## config.mk

```make
export PLATFORM = sky130hd
export DESIGN_NAME = vga_scan_generator
export DESIGN_NICKNAME = d
export VERILOG_FILES = /design/src/rtl/vga_timing_pkg.sv /design/src/rtl/vga_pixel_tick.sv /design/src/rtl/vga_scan_generator.sv
export SDC_FILE = /design/constraint.sdc
export NUM_CORES = 1
export LEC_CHECK = 0
export ABC_CLOCK_PERIOD_IN_PS = 2300
export CAP_MARGIN = 20
export CORE_ASPECT_RATIO = 1.2
export CORE_MARGIN = 1.5
export CORE_UTILIZATION = 38
export CTS_CLUSTER_DIAMETER = 40
export CTS_CLUSTER_SIZE = 14
export DETAILED_ROUTE_END_ITERATION = 16
export PLACE_DENSITY = 0.66
export SYNTH_ARGS = -nofsm -noshare
export SYNTH_HDL_FRONTEND = slang
export SYNTH_SLANG_ARGS = --single-unit
```

## constraint.sdc

```tcl
create_clock -name clk -period 2.3 [get_ports clk]
set_input_delay 0.575 -clock clk [delete_from_list [all_inputs] [get_ports clk]]
set_output_delay 0.575 -clock clk [all_outputs]
set_load 0.01 [all_outputs]
```

## src/rtl/vga_timing_pkg.sv

```systemverilog
`default_nettype none
// ============================================================================
// Module   : vga_timing_pkg
// Purpose  : 640x480@60 VGA timing constants, colour width and the blank
//            colour, plus a small window-decode helper.
// Revision : 1.0 - initial release
// ============================================================================
package vga_timing_pkg;

  localparam int COUNT_W = 10;

  localparam int H_VISIBLE_PX = 640;
  localparam int H_FRONT_PX   = 16;
  localparam int H_SYNC_PX    = 96;
  localparam int H_BACK_PX    = 48;
  localparam int H_TOTAL_PX   = H_VISIBLE_PX + H_FRONT_PX + H_SYNC_PX + H_BACK_PX;

  localparam int V_VISIBLE_LN = 480;
  localparam int V_FRONT_LN   = 10;
  localparam int V_SYNC_LN    = 2;
  localparam int V_BACK_LN    = 33;
  localparam int V_TOTAL_LN   = V_VISIBLE_LN + V_FRONT_LN + V_SYNC_LN + V_BACK_LN;

  localparam int COLOR_W = 3;
  localparam logic [COLOR_W-1:0] BLANK_RGB = '0;

  // True when value lies in [lo, lo+len).
  function automatic logic in_window(input int value, input int lo, input int len);
    return (value >= lo) && (value < lo + len);
  endfunction

endpackage
`default_nettype wire

```

## src/rtl/vga_pixel_tick.sv

```systemverilog
`default_nettype none
// ============================================================================
// Module   : vga_pixel_tick
// Purpose  : Divides the system clock into a one-clk pixel enable that fires
//            once every CLK_DIV clocks (continuously when CLK_DIV is 1).
// Revision : 1.0 - initial release
// ============================================================================
module vga_pixel_tick #(
  parameter int CLK_DIV = 2
) (
  input  logic clk,
  input  logic rst_n,
  output logic pixel_tick
);

  localparam logic [3:0] DIV_LAST = 4'(CLK_DIV - 1);

  logic [3:0] div_cnt;

  // Free-running 0..CLK_DIV-1 phase counter.
  always_ff @(posedge clk or negedge rst_n) begin
    if (!rst_n) begin
      div_cnt <= '0;
    end else if (div_cnt == DIV_LAST) begin
      div_cnt <= '0;
    end else begin
      div_cnt <= div_cnt + 4'd1;
    end
  end

  // Gating with rst_n keeps the tick low in reset even when CLK_DIV is 1,
  // where the last phase is also the reset phase.
  assign pixel_tick = rst_n & (div_cnt == DIV_LAST);

endmodule
`default_nettype wire

```

## src/rtl/vga_scan_generator.sv

```systemverilog
`default_nettype none
// ============================================================================
// Module   : vga_scan_generator
// Purpose  : VGA scan counters, sync decode and registered colour/sync output
//            stage. Colour and sync leave one pixel period after row/col.
// Revision : 1.0 - initial release
// ============================================================================
module vga_scan_generator
  import vga_timing_pkg::*;
#(
  parameter int CLK_DIV   = 2,
  parameter int H_VISIBLE = H_VISIBLE_PX,
  parameter int H_FRONT   = H_FRONT_PX,
  parameter int H_SYNC    = H_SYNC_PX,
  parameter int H_BACK    = H_BACK_PX,
  parameter int V_VISIBLE = V_VISIBLE_LN,
  parameter int V_FRONT   = V_FRONT_LN,
  parameter int V_SYNC    = V_SYNC_LN,
  parameter int V_BACK    = V_BACK_LN
) (
  input  logic               clk,
  input  logic               rst_n,
  input  logic [COLOR_W-1:0] rgb_in,
  output logic [COUNT_W-1:0] row,
  output logic [COUNT_W-1:0] col,
  output logic               visible,
  output logic               pixel_tick,
  output logic               frame_start,
  output logic               vga_hsync,
  output logic               vga_vsync,
  output logic [COLOR_W-1:0] vga_rgb
);

  localparam int H_TOTAL = H_VISIBLE + H_FRONT + H_SYNC + H_BACK;
  localparam int V_TOTAL = V_VISIBLE + V_FRONT + V_SYNC + V_BACK;

  localparam logic [COUNT_W-1:0] H_LAST = COUNT_W'(H_TOTAL - 1);
  localparam logic [COUNT_W-1:0] V_LAST = COUNT_W'(V_TOTAL - 1);
  localparam logic [COUNT_W-1:0] H_VIS  = COUNT_W'(H_VISIBLE);
  localparam logic [COUNT_W-1:0] V_VIS  = COUNT_W'(V_VISIBLE);

  logic [COUNT_W-1:0] h_count;
  logic [COUNT_W-1:0] v_count;
  logic               line_end;
  logic               frame_end;
  logic               hsync_n;
  logic               vsync_n;

  vga_pixel_tick #(
    .CLK_DIV (CLK_DIV)
  ) u_pixel_tick (
    .clk        (clk),
    .rst_n      (rst_n),
    .pixel_tick (pixel_tick)
  );

  assign line_end  = (h_count == H_LAST);
  assign frame_end = line_end && (v_count == V_LAST);

  // Horizontal/vertical scan position, advancing one pixel per tick.
  always_ff @(posedge clk or negedge rst_n) begin
    if (!rst_n) begin
      h_count <= '0;
      v_count <= '0;
    end else if (pixel_tick) begin
      if (line_end) begin
        h_count <= '0;
        v_count <= (v_count == V_LAST) ? '0 : v_count + 1'b1;
      end else begin
        h_count <= h_count + 1'b1;
      end
    end
  end

  assign row         = v_count;
  assign col         = h_count;
  assign visible     = (h_count < H_VIS) && (v_count < V_VIS);
  assign frame_start = pixel_tick & frame_end;

  // Sync pulses decoded from the position currently on row/col.
  assign hsync_n = ~in_window(int'(h_count), H_VISIBLE + H_FRONT, H_SYNC);
  assign vsync_n = ~in_window(int'(v_count), V_VISIBLE + V_FRONT, V_SYNC);

  // Connector register: sync and blanked colour for the current pixel.
  always_ff @(posedge clk or negedge rst_n) begin
    if (!rst_n) begin
      vga_hsync <= 1'b1;
      vga_vsync <= 1'b1;
      vga_rgb   <= BLANK_RGB;
    end else if (pixel_tick) begin
      vga_hsync <= hsync_n;
      vga_vsync <= vsync_n;
      vga_rgb   <= visible ? rgb_in : BLANK_RGB;
    end
  end

endmodule
`default_nettype wire

```

**Cell outlines without signal wires**

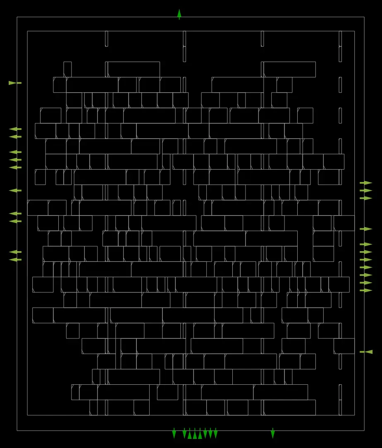
Core Region: 3940 sq um
final std cells w/o fill: 287
FF+latch count: 29

**Cell sizes after repair**

Drawn at 6 px/micron.
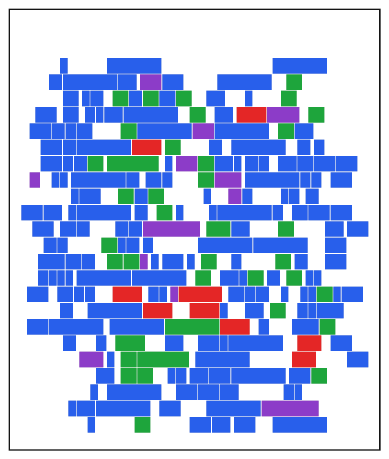
Key: purple = x2 [cells 12, share 5.2%]; green = x3 and x4 [cells 38, share 16%, most used buf_4]; red = x6 and larger [cells 9, share 3.9%, most used clkbuf_8]; blue = x1 and smaller [cells 174, share 75%, most used clkdlybuf4s50_1]

**Wires at chosen ports, followed through buffers**

Drawn at 4 px/micron.
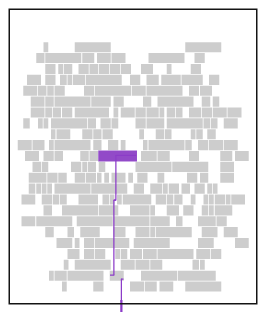
Key: purple = vga_vsync [bits 1, direction output, edge bottom, end cells 1, wire 42.9 microns]
Port Buffers: 32
Ports: 33

**Metal layers overlaid**

Drawn at 6 px/micron. Only two layers are drawn.
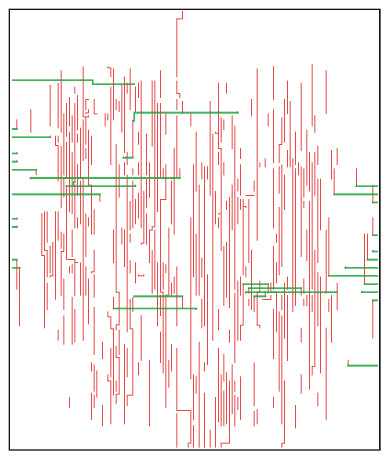
Key: green = M3 [wire length 198 microns]; red = M2 [wire length 2270 microns]
drt wl/cell: 14.7 microns
Total Routing Usage GR: 0.219

**Pin map**

Drawn at 6 px/micron. Pins as bars across the die edge, other pins in grey.
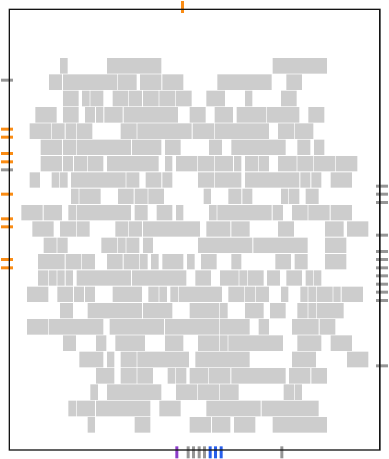
Key: orange = row [pins 10, direction output, edge 9 left, 1 top]; purple = vga_vsync [pins 1, direction output, edge bottom]; blue = vga_rgb [pins 3, direction output, edge bottom]

power breakdown:
part | leakage [nW] | switching, mW | total [mW] | internal [mW]
clock | 0.0455 | 0.181 | 0.424 | 0.243
sequential | 0.340 | 0.0260 | 0.586 | 0.560
combinational | 0.701 | 0.199 | 0.414 | 0.215
total | 1.09 | 0.406 | 1.42 | 1.02
worst max-delay path by stage:
stage               startpoint          end  slack, ns  cells after the start
floorplan               row[1]  frame_start       0.25                      6
global placement         rst_n  frame_start      -0.34                      4
detailed placement       rst_n       col[3]      -0.32                      7
CTS                     row[1]  frame_start      -0.08                      6
global route            row[1]  frame_start      0.007                      6
finish                   rst_n       col[3]       0.11                      8
==> results.sh <==
# flow metrics
export IMPL_post_cts_buffers=1
export IMPL_grt_max_degree=21
export IMPL_wl_met1_microns=1690
export IMPL_clk_latency_ns=0.28
export IMPL_drive_gt1_frac=0.253
export IMPL_met3_usage=0.0567
export IMPL_whs_endpoint="vga_hsync"
export IMPL_logic_area_sq_um=792
export IMPL_synth_cells_yosys=162
export IMPL_max_cap_violations=0
export IMPL_ys_flop_type="dfrtp_1"
export IMPL_period_used=0.953
export IMPL_outcome="complete, no violations"
export IMPL_crit_buf_inv=5
export IMPL_num_vias=1500
export IMPL_skew_ns=0.00588
export IMPL_crit_family="buffers and inverters"
export IMPL_logic_family="simple AND/OR/NAND/NOR gates"
export IMPL_peakVddDrop_mv=0.331
export IMPL_tritoncts="done"
export IMPL_grt_pass1_vias=1511
export IMPL_drc=0
export IMPL_async_flop_share=1.00
export IMPL_postLayoutCoreUtil=0.594
export IMPL_layout_nonclk_buf_frac=0.258
export IMPL_ys_seq_frac=0.466
export IMPL_slew_violations=0
export IMPL_die_x_microns=61.5
export IMPL_dr_first_iter_drc_count=62
export IMPL_crit_type="in2reg"
export IMPL_crit_arrival_ns=2.36
export IMPL_common_cells="dfrtp_1 (27), inv_1 (16), nand2_1 (15)"
export IMPL_finalHoldViolations=0
export IMPL_mux_share=0.0136
export IMPL_warnings=31
export IMPL_seqCellArea_sq_um=728
export IMPL_top_cell_area_share=0.433
export IMPL_nNonClkInverters=16
export IMPL_worst_pin_slew_ns=0.361
export IMPL_fin_ws_ns=0.108
export IMPL_n_all_buffers=68
export IMPL_slew_headroom=0.757
export IMPL_yosysChipArea_sq_um=1560
export IMPL_comb_multi_input_count=112
export IMPL_sh_comb_area=0.338
export IMPL_path_clk_slew_ns=0.06
export IMPL_fin_total_pwr_mw=1.42
export IMPL_cp_end_kind="flop"
export IMPL_gr_usage_met2=0.366
export IMPL_route_met3_wl_microns=197
export IMPL_finalSetupViolCount=0
export IMPL_sh_seq_area=0.311
export IMPL_rows=25
export IMPL_cts_sinks=29
export IMPL_diodes=0
export IMPL_fmax_mhz=456
export IMPL_finalSetupTns_ns=0
export IMPL_min_period_ns=2.19
export IMPL_min_path_cells=2
export IMPL_final_clk_cell_share=0.0385
export IMPL_final_area_sq_um=2340
export IMPL_hold_start="vga_hsync"
export IMPL_slowest_delay_ns=0.51
export IMPL_top_cells_by_area="dfrtp_1 (43%), inv_1 (3.8%), nand2_1 (3.6%), nand4_1 (3.6%), nand3_1 (3.5%)"
export IMPL_yosysTopAreaCell="dfrtp_1"
export IMPL_routed_wl_microns=4220
export IMPL_p_leak_nw=1.09
export IMPL_rsz0062_at_grt="yes"
export IMPL_cp_cell_sequence="clkdlybuf4s50_1 -> buf_6 -> buf_6 -> buf_12 -> inv_1 -> or4_4 -> xor2_1 -> nor2_2"
export IMPL_reg2reg_slack_ns=0.35
export IMPL_layout_area_overhead_vs_synth_pct=49.9
export IMPL_r2r_end="col[3]"
Power is estimated from default activity; no workload was simulated.
